Run 1, the clock network:
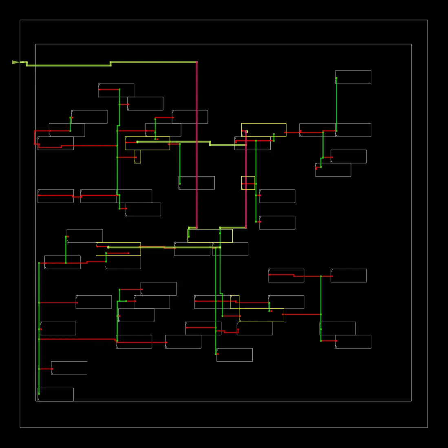
Run 1, placement by cell class:
Scale: 6 px per um.
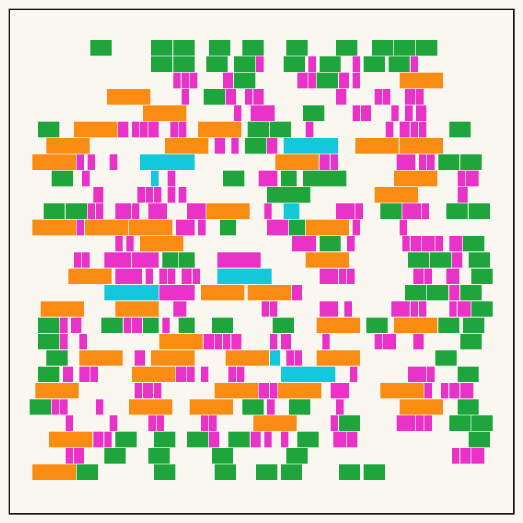
Run 1, layout detail:
Region (34, 34) to (84, 84) um. Cells in gray, sequential cells in the stronger gray; small squares are vias.
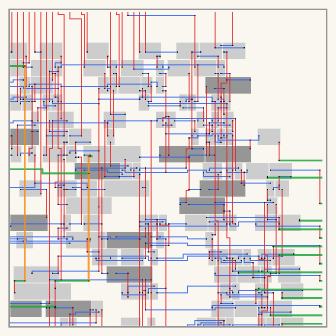
===== config.mk =====
export PLATFORM = sky130hd
export DESIGN_NAME = mem_arbiter
export DESIGN_NICKNAME = d
export VERILOG_FILES = /design/src/rtl/mem_arb_pkg.sv /design/src/rtl/mem_arb_rr_pick.sv /design/src/rtl/mem_arbiter.sv
export SDC_FILE = /design/constraint.sdc
export NUM_CORES = 1
export LEC_CHECK = 0
export ABC_AREA = 1
export CAP_MARGIN = 25
export CELL_PAD_IN_SITES_DETAIL_PLACEMENT = 0
export CELL_PAD_IN_SITES_GLOBAL_PLACEMENT = 1
export CORE_MARGIN = 3
export CORE_UTILIZATION = 31
export CTS_BUF_LIST = sky130_fd_sc_hd__clkbuf_16
export DETAILED_ROUTE_END_ITERATION = 8
export PLACE_DENSITY_LB_ADDON = 0.1
export SETUP_SLACK_MARGIN = 0.1
export SLEW_MARGIN = 25
export SYNTH_ARGS = -nofsm -noshare
export SYNTH_HDL_FRONTEND = slang
export SYNTH_SLANG_ARGS = --single-unit

===== constraint.sdc =====
create_clock -name clk_i -period 1.75 [get_ports clk_i]
set_input_delay 0.2625 -clock clk_i [delete_from_list [all_inputs] [get_ports clk_i]]
set_output_delay 0.2625 -clock clk_i [all_outputs]
set_load 0.02 [all_outputs]

===== src/rtl/mem_arb_pkg.sv =====
// Shared types for the two-port memory arbiter: FSM state encoding and requester ids.
package mem_arb_pkg;

  typedef enum logic [1:0] {
    IDLE  = 2'd0,
    ISSUE = 2'd1,
    WAIT  = 2'd2,
    DONE  = 2'd3
  } state_e;

  localparam logic REQ_CPU  = 1'b0;
  localparam logic REQ_HOST = 1'b1;

endpackage


===== src/rtl/mem_arb_rr_pick.sv =====
// Two-way round-robin picker; req_i[0] is the CPU, req_i[1] the host.
module mem_arb_rr_pick
  import mem_arb_pkg::*;
(
  input  logic [1:0] req_i,
  input  logic       last_i,
  output logic       valid_o,
  output logic       winner_o
);

  // on a tie the port that did not win last time gets the memory
  always_comb begin
    valid_o = |req_i;
    case (req_i)
      2'b01:   winner_o = REQ_CPU;
      2'b10:   winner_o = REQ_HOST;
      2'b11:   winner_o = ~last_i;
      default: winner_o = REQ_CPU;
    endcase
  end

endmodule


===== src/rtl/mem_arbiter.sv =====
// CPU/host arbiter for the shared synchronous memory: one transaction at a time.
// Optional build macro MEM_ARB_LOCK_EN adds host_lock_i, which blocks CPU requests.
module mem_arbiter
  import mem_arb_pkg::*;
#(
  parameter int ADDR_W  = 8,
  parameter int DATA_W  = 8,
  parameter int MEM_LAT = 1
) (
  input  logic              clk_i,
  input  logic              rst_ni,
`ifdef MEM_ARB_LOCK_EN
  input  logic              host_lock_i,
`endif
  input  logic              cpu_req_i,
  input  logic              cpu_we_i,
  input  logic [ADDR_W-1:0] cpu_addr_i,
  input  logic [DATA_W-1:0] cpu_wdata_i,
  output logic              cpu_gnt_o,
  output logic              cpu_done_o,
  output logic [DATA_W-1:0] cpu_rdata_o,
  input  logic              host_req_i,
  input  logic              host_we_i,
  input  logic [ADDR_W-1:0] host_addr_i,
  input  logic [DATA_W-1:0] host_wdata_i,
  output logic              host_gnt_o,
  output logic              host_done_o,
  output logic [DATA_W-1:0] host_rdata_o,
  output logic              mem_en_o,
  output logic              mem_we_o,
  output logic [ADDR_W-1:0] mem_addr_o,
  output logic [DATA_W-1:0] mem_wdata_o,
  input  logic [DATA_W-1:0] mem_rdata_i
);

  localparam int CNT_W = (MEM_LAT > 1) ? $clog2(MEM_LAT) : 1;

  state_e              state_q, state_d;
  logic                win_q, win_d;
  logic                last_q, last_d;
  logic                we_q, we_d;
  logic [ADDR_W-1:0]   addr_q, addr_d;
  logic [DATA_W-1:0]   wdata_q, wdata_d;
  logic [CNT_W-1:0]    cnt_q, cnt_d;
  logic [DATA_W-1:0]   cpu_rdata_q, cpu_rdata_d;
  logic [DATA_W-1:0]   host_rdata_q, host_rdata_d;
  logic                cpu_gnt_q, cpu_gnt_d, host_gnt_q, host_gnt_d;
  logic                cpu_done_q, cpu_done_d, host_done_q, host_done_d;
  logic                mem_en_q, mem_en_d, mem_we_q, mem_we_d;
  logic [1:0]          elig_s;
  logic                pick_valid_s, pick_win_s;

`ifdef MEM_ARB_LOCK_EN
  assign elig_s = {host_req_i, cpu_req_i & ~host_lock_i};
`else
  assign elig_s = {host_req_i, cpu_req_i};
`endif

  mem_arb_rr_pick u_pick (
    .req_i    (elig_s),
    .last_i   (last_q),
    .valid_o  (pick_valid_s),
    .winner_o (pick_win_s)
  );

  // FSM state register
  always_ff @(posedge clk_i) begin
    if (!rst_ni) state_q <= IDLE;
    else         state_q <= state_d;
  end

  // FSM next-state logic
  always_comb begin
    state_d = state_q;
    case (state_q)
      IDLE:    if (pick_valid_s) state_d = ISSUE; else state_d = IDLE;
      ISSUE:   state_d = WAIT;
      WAIT:    if (cnt_q == '0) state_d = DONE; else state_d = WAIT;
      DONE:    state_d = IDLE;
      default: state_d = IDLE;
    endcase
  end

  // transaction latch, wait counter, round-robin pointer and read-data capture
  always_comb begin
    win_d        = win_q;
    last_d       = last_q;
    we_d         = we_q;
    addr_d       = addr_q;
    wdata_d      = wdata_q;
    cnt_d        = cnt_q;
    cpu_rdata_d  = cpu_rdata_q;
    host_rdata_d = host_rdata_q;
    case (state_q)
      IDLE: begin
        if (pick_valid_s) begin
          win_d = pick_win_s;
          if (pick_win_s == REQ_HOST) begin
            we_d = host_we_i; addr_d = host_addr_i; wdata_d = host_wdata_i;
          end else begin
            we_d = cpu_we_i;  addr_d = cpu_addr_i;  wdata_d = cpu_wdata_i;
          end
        end else begin
          win_d = win_q;
        end
      end
      ISSUE: cnt_d = CNT_W'(MEM_LAT - 1);
      WAIT: begin
        if (cnt_q == '0) begin
          last_d = win_q;
          if (we_q) begin
            cpu_rdata_d = cpu_rdata_q;
          end else if (win_q == REQ_HOST) begin
            host_rdata_d = mem_rdata_i;
          end else begin
            cpu_rdata_d = mem_rdata_i;
          end
        end else begin
          cnt_d = cnt_q - CNT_W'(1);
        end
      end
      default: cnt_d = cnt_q;
    endcase
  end

  // FSM outputs, derived from the next state so they register in step with it
  always_comb begin
    if (state_d != IDLE) begin
      cpu_gnt_d  = (win_d == REQ_CPU);
      host_gnt_d = (win_d == REQ_HOST);
    end else begin
      cpu_gnt_d  = 1'b0;
      host_gnt_d = 1'b0;
    end
    cpu_done_d  = (state_d == DONE) && (win_d == REQ_CPU);
    host_done_d = (state_d == DONE) && (win_d == REQ_HOST);
    mem_en_d    = (state_d == ISSUE);
    mem_we_d    = (state_d == ISSUE) && we_d;
  end

  // datapath and output registers
  always_ff @(posedge clk_i) begin
    if (!rst_ni) begin
      win_q <= REQ_CPU;        last_q <= REQ_HOST;
      we_q <= 1'b0;            addr_q <= '0;           wdata_q <= '0;
      cnt_q <= '0;             cpu_rdata_q <= '0;      host_rdata_q <= '0;
      cpu_gnt_q <= 1'b0;       host_gnt_q <= 1'b0;
      cpu_done_q <= 1'b0;      host_done_q <= 1'b0;
      mem_en_q <= 1'b0;        mem_we_q <= 1'b0;
    end else begin
      win_q <= win_d;          last_q <= last_d;
      we_q <= we_d;            addr_q <= addr_d;       wdata_q <= wdata_d;
      cnt_q <= cnt_d;          cpu_rdata_q <= cpu_rdata_d;  host_rdata_q <= host_rdata_d;
      cpu_gnt_q <= cpu_gnt_d;  host_gnt_q <= host_gnt_d;
      cpu_done_q <= cpu_done_d; host_done_q <= host_done_d;
      mem_en_q <= mem_en_d;    mem_we_q <= mem_we_d;
    end
  end

  assign cpu_gnt_o    = cpu_gnt_q;
  assign host_gnt_o   = host_gnt_q;
  assign cpu_done_o   = cpu_done_q;
  assign host_done_o  = host_done_q;
  assign cpu_rdata_o  = cpu_rdata_q;
  assign host_rdata_o = host_rdata_q;
  assign mem_en_o     = mem_en_q;
  assign mem_we_o     = mem_we_q;
  assign mem_addr_o   = addr_q;
  assign mem_wdata_o  = wdata_q;

endmodule


==> run summary, run 1 <==
fresh numbers from the pnr run: share of post-route cells with drive strength above 1 0.1480, final instance area ~0.003 mm2, sequential power between 0.001 and 0.0015 W, Inverters 12, DRT antenna net count 0, vias per inst ~4.4, CP Cell Sequence clkdlybuf4s50_1, Util after Layout 0.5187, RSZ-0062 raised after global routing no, filler cell count about 550, P&R area growth vs syn 56.76%, n_taps 72, simple logic cell fraction of the synthesized area 0.3231, status finished, final reports clean, Core ar. 0.005675 mm2, final setup margin 0.2539 ns, floorplan utilization 0.3309, worst path arrival time around 1.2 ns, combinational share of power 0.314, nature of the critical path endpoint output port, yosys stat area ~0.0019 mm2, Clock Skew approximately 0.006 ns, Iter 0 DRT Violations 46, leakage power about 1.2 nW, Fin. Hold Viols 0, Die Span X ~84 um, Worst path slowest cell clkdlybuf4s50_1, Dominant flop cell dfxtp_1, Pint around 0.0021 W, reg-to-reg startpoint state_q[0]$_SDFF_PN0_, Yosys warning count 0, AO/OA Area Share 0.1272, Synth flops 43, Root Buffer clkbuf_16, Finished Layout Cells around 400, first-pass GRT wire length between 8000 and 9000 um, largest area contributor in the netlist dfxtp_1, Pre-Repair DR Iteration Count 4, DRT Wirelength between 5000 and 6000 um, CTS sink count 43, CTS tree built, post-place setup slack about 0.063 ns, Reg power frac 0.391, largest cells by area after synthesis dfxtp_1 (46%), nand2_1 (13%), nor2_1 (7.4%), Tcrit/Tclk final 0.8549, Tool Warnings 28
Notes on 'the clock network' above:
CTS buffer count: 5
Flops: 43
number of clock buffers in the layout: 5

Notes on 'placement by cell class' above:
legend:
  sequential cells:
    color: orange
    cells: 43
    share_of_their_area: 30%
  clock drivers and dummy loads:
    color: cyan
    cells: 8
    share_of_their_area: 5.0%
  remaining buffers and delay cells:
    color: green
    cells: 92
    share_of_their_area: 32%
  combinational and other logic:
    color: magenta
    cells: 188
    share_of_their_area: 33%

Notes on 'layout detail' above:
legend:
  metal 4:
    color: orange
  metal 1:
    color: blue
  metal 3:
    color: green
  metal 2:
    color: red
cells with their middle in the window: 132
sequential cells in the window: 12
most frequent: nand2_1 (37), clkdlybuf4s50_1 (37)
netlist names of flops here include: mem_wdata_o (6), mem_addr_o (3)

-- run 1: worst max-delay path by stage --
stage                                      from                    endpoint  cells after the start
global route              state_q[0]$_SDFF_PN0_  mem_addr_o[2]$_SDFFE_PN0P_                      7
detailed placement                    cpu_req_i       host_gnt_o$_SDFF_PN0_                      6
finish               mem_addr_o[1]$_SDFFE_PN0P_               mem_addr_o[1]                      1
global placement                      cpu_req_i       host_gnt_o$_SDFF_PN0_                      6
floorplan                 state_q[1]$_SDFF_PN0_        cpu_gnt_o$_SDFF_PN0_                      7
CTS                 cpu_rdata_o[4]$_SDFFE_PN0P_              cpu_rdata_o[4]                      1
-- run 1: metal layers --
layer	share of wire	up-vias	track usage
met4	0.015	0	0.04971
met3	0.055	7	0.04640
met5	0	-	0
met1	0.46	787	0.1972
li1	-	945	-
met2	0.47	44	0.2350
Run 1, ports around the boundary:
Scale: 4 px per um. Pins as bars across the die edge, other pins in gray.
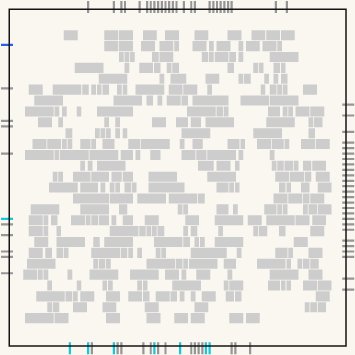

==> run 2: changes to the inputs <==
--- a/config.mk
+++ b/config.mk
@@ -15,7 +15,8 @@
 export DETAILED_ROUTE_END_ITERATION = 8
 export PLACE_DENSITY_LB_ADDON = 0.1
 export SETUP_SLACK_MARGIN = 0.1
-export SLEW_MARGIN = 25
+export SLEW_MARGIN = 20
 export SYNTH_ARGS = -nofsm -noshare
 export SYNTH_HDL_FRONTEND = slang
+export SYNTH_HIERARCHICAL = 1
 export SYNTH_SLANG_ARGS = --single-unit
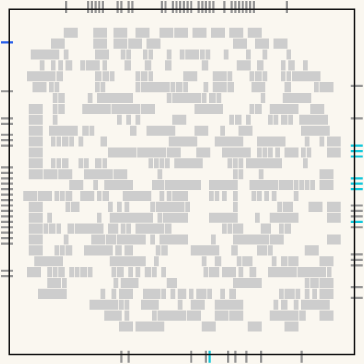
Run 2: ports around the boundary
Scale: 4 px per um. Pins as bars across the die edge, other pins in gray.
legend:
  host_rdata_o:
    color: cyan
    pins: 8
    direction: output
    edge: 7 right, 1 bottom
  clk_i:
    color: blue
    pins: 1
    direction: input
    edge: left
Die Span X: 85.93 um
port buffer count: 83
vertical die size: 85.93 um

==> run summary, run 2 <==
fresh numbers from the pnr run: status finished, final reports clean, Core ar. 0.006061 mm2 (+6.8%), RSZ-0062 raised after global routing no, nature of the critical path endpoint output port, met2 WL post-DR 2392 um (about the same), Util after Layout 0.5064 (-0.01234), final instance area 0.003069 mm2 (+4.2%), AO/OA Area Share 0.07265 (-0.05460), CP Cell Sequence clkdlybuf4s50_1, yosys stat area 0.001981 mm2 (+5.5%), Yosys warning count 6 (+6), Synth flops 43 (unchanged), vias per inst 4.283 (-3.2%), combinational share of power 0.331 (+0.017), WL met3 375 um (+33%), sequential power 0.00120 W (about the same), floorplan utilization 0.3268 (-0.004112), Worst path slowest cell clkdlybuf4s50_1, Tool Warnings 29 (+3.6%), Pre-Repair DR Iteration Count 4 (unchanged), CTS buffer count 5 (unchanged), met2 global-route usage 0.2292 (-0.005844), DRT Wirelength 4936 um (-3.5%), Tcrit/Tclk final 0.8625 (+0.007531)
run 2: cell type report:
type | count | area [um2]
Sequential cell | 43 | 860.8
Timing Repair Buffer | 90 | 920.9
Clock inverter | 3 | 38.79
Fill cell | 628 | 2992
Tap cell | 75 | 93.84
Multi-Input combinational cell | 178 | 824.5
Clock buffer | 5 | 125.1
Inverter | 54 | 205.2
run 2: worst paths after layout:
kind	startpoint	cells after the start	end	slack, ns
setup / recovery	mem_wdata_o[5]$_SDFFE_PN0P_	1	mem_wdata_o[5]	0.24
hold / removal	last_q$_SDFFE_PN1N_	2	last_q$_SDFFE_PN1N_	0.48
setup reg to reg	state_q[0]$_SDFF_PN0_	6	cpu_rdata_o[2]$_SDFFE_PN0P_	0.40
hold reg to reg	last_q$_SDFFE_PN1N_	2	last_q$_SDFFE_PN1N_	0.48
Run 2, placement by cell class:
Scale: 6 px per um.
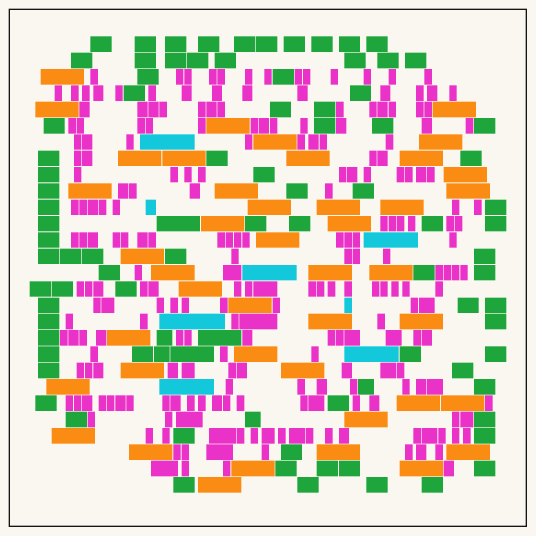

==> run 3: changes to the inputs <==
--- a/config.mk
+++ b/config.mk
@@ -9,11 +9,11 @@
 export CAP_MARGIN = 25
 export CELL_PAD_IN_SITES_DETAIL_PLACEMENT = 0
 export CELL_PAD_IN_SITES_GLOBAL_PLACEMENT = 1
-export CORE_MARGIN = 3
+export CORE_MARGIN = 2
 export CORE_UTILIZATION = 31
 export CTS_BUF_LIST = sky130_fd_sc_hd__clkbuf_16
 export DETAILED_ROUTE_END_ITERATION = 8
-export PLACE_DENSITY_LB_ADDON = 0.1
+export PLACE_DENSITY = 0.84
 export SETUP_SLACK_MARGIN = 0.1
 export SLEW_MARGIN = 20
 export SYNTH_ARGS = -nofsm -noshare
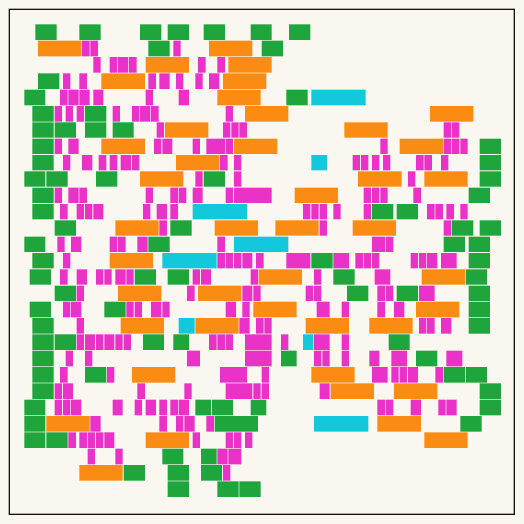
Run 3: placement by cell class
Scale: 6 px per um.
legend:
  clock drivers and dummy loads:
    color: cyan
    cells: 8
    share_of_their_area: 5.0%
  sequential cells:
    color: orange
    cells: 43
    share_of_their_area: 29%
  remaining buffers and delay cells:
    color: green
    cells: 89
    share_of_their_area: 30%
  combinational and other logic:
    color: magenta
    cells: 232
    share_of_their_area: 35%

==> run summary, run 3 <==
fresh numbers from the pnr run: CTS buffer count 5 (unchanged), nature of the critical path endpoint output port, Synth flops 43 (unchanged), max incr delay on CP between 0.6 and 0.7 ns, Yosys top cell by instances nand2_1, full die area approximately 0.0070 mm2, Yosys warning count 6 (unchanged), Total GRT Usage 0.1410, min Tclk post-route approximately 1.5 ns, RSZ-0062 raised after global routing no, cells on worst reg2reg path 8 (+2), Pre-Repair DR Iteration Count 4 (unchanged), Reg2Reg Setup Slack 0.44 ns (+0.04 ns), port buffer count 83 (unchanged), Worst path slowest cell clkdlybuf4s50_1, reg-to-reg startpoint state_q[1]$_SDFF_PN0_, reg-to-reg endpoint mem_we_o$_SDFF_PN0_, status finished, final reports clean, Core ar. 0.006277 mm2 (+3.6%), floorplan utilization 0.3155 (-0.01127), Tool Warnings 29 (unchanged), vias per inst 4.258 (-0.59%), hold path endpoint cpu_rdata_o[4]$_SDFFE_PN0P_, AO/OA Area Share 0.07265 (unchanged), DRT Wirelength 4751 um (-3.7%), vertical die size 83.93 um (-2.3%), largest net degree at the start of global routing 22, final instance area 0.003020 mm2 (-1.6%), Util after Layout 0.4812 (-0.02524), worst path arrival time 1.24 ns, Crit. path cell count 1 (unchanged), # IOs around 84, Routability Congestion between 0.7 and 0.8, Largest delay share family, worst path buffers and inverters, worst setup path endpoint mem_wdata_o[1], hold wc startpoint cpu_rdata_o[4]$_SDFFE_PN0P_, CP Cell Sequence clkdlybuf4s50_1, setup violators final 0, Placed Cells around 440, largest cells by area after synthesis dfxtp_1 (43%), nand2_1 (16%), inv_1 (9.7%), Die Span X 83.93 um (-2.3%), start point of the critical path mem_wdata_o[1]$_SDFFE_PN0P_, yosys stat area 0.001981 mm2 (unchanged), VDD IR max roughly 0.00050 V, Tcrit/Tclk final 0.8614 (-0.001054)
[run 3: layout make-up]
type / instances / area [um2]
clock buffers: 5 / 125.1
clock inverters: 3 / 20.02
fillers: 648 / 3257
inverters: 54 / 205.2
multi-input cells: 178 / 824.5
flip-flops and latches: 43 / 860.8
well taps: 77 / 96.34
repair buffers: 89 / 888.4
[run 3: where the power goes]
part	internal (W)	switching (W)
registers	0.00112	0.0000723
logic	0.000494	0.000571
clock network	0.000525	0.000374
[run 3: routing by layer]
| metal | up-vias | routed length, um | track usage |
|---|---|---|---|
| met1 | 801 | 2191 | 0.1741 |
| met4 | 0 | 70 | 0.05279 |
| met2 | 78 | 2002 | 0.2189 |
| met5 | - | 0 | 0 |
| met3 | 6 | 486 | 0.05935 |
| li1 | 1027 | - | - |
Power figures rest on the tool's default switching activity, not on a simulated workload.
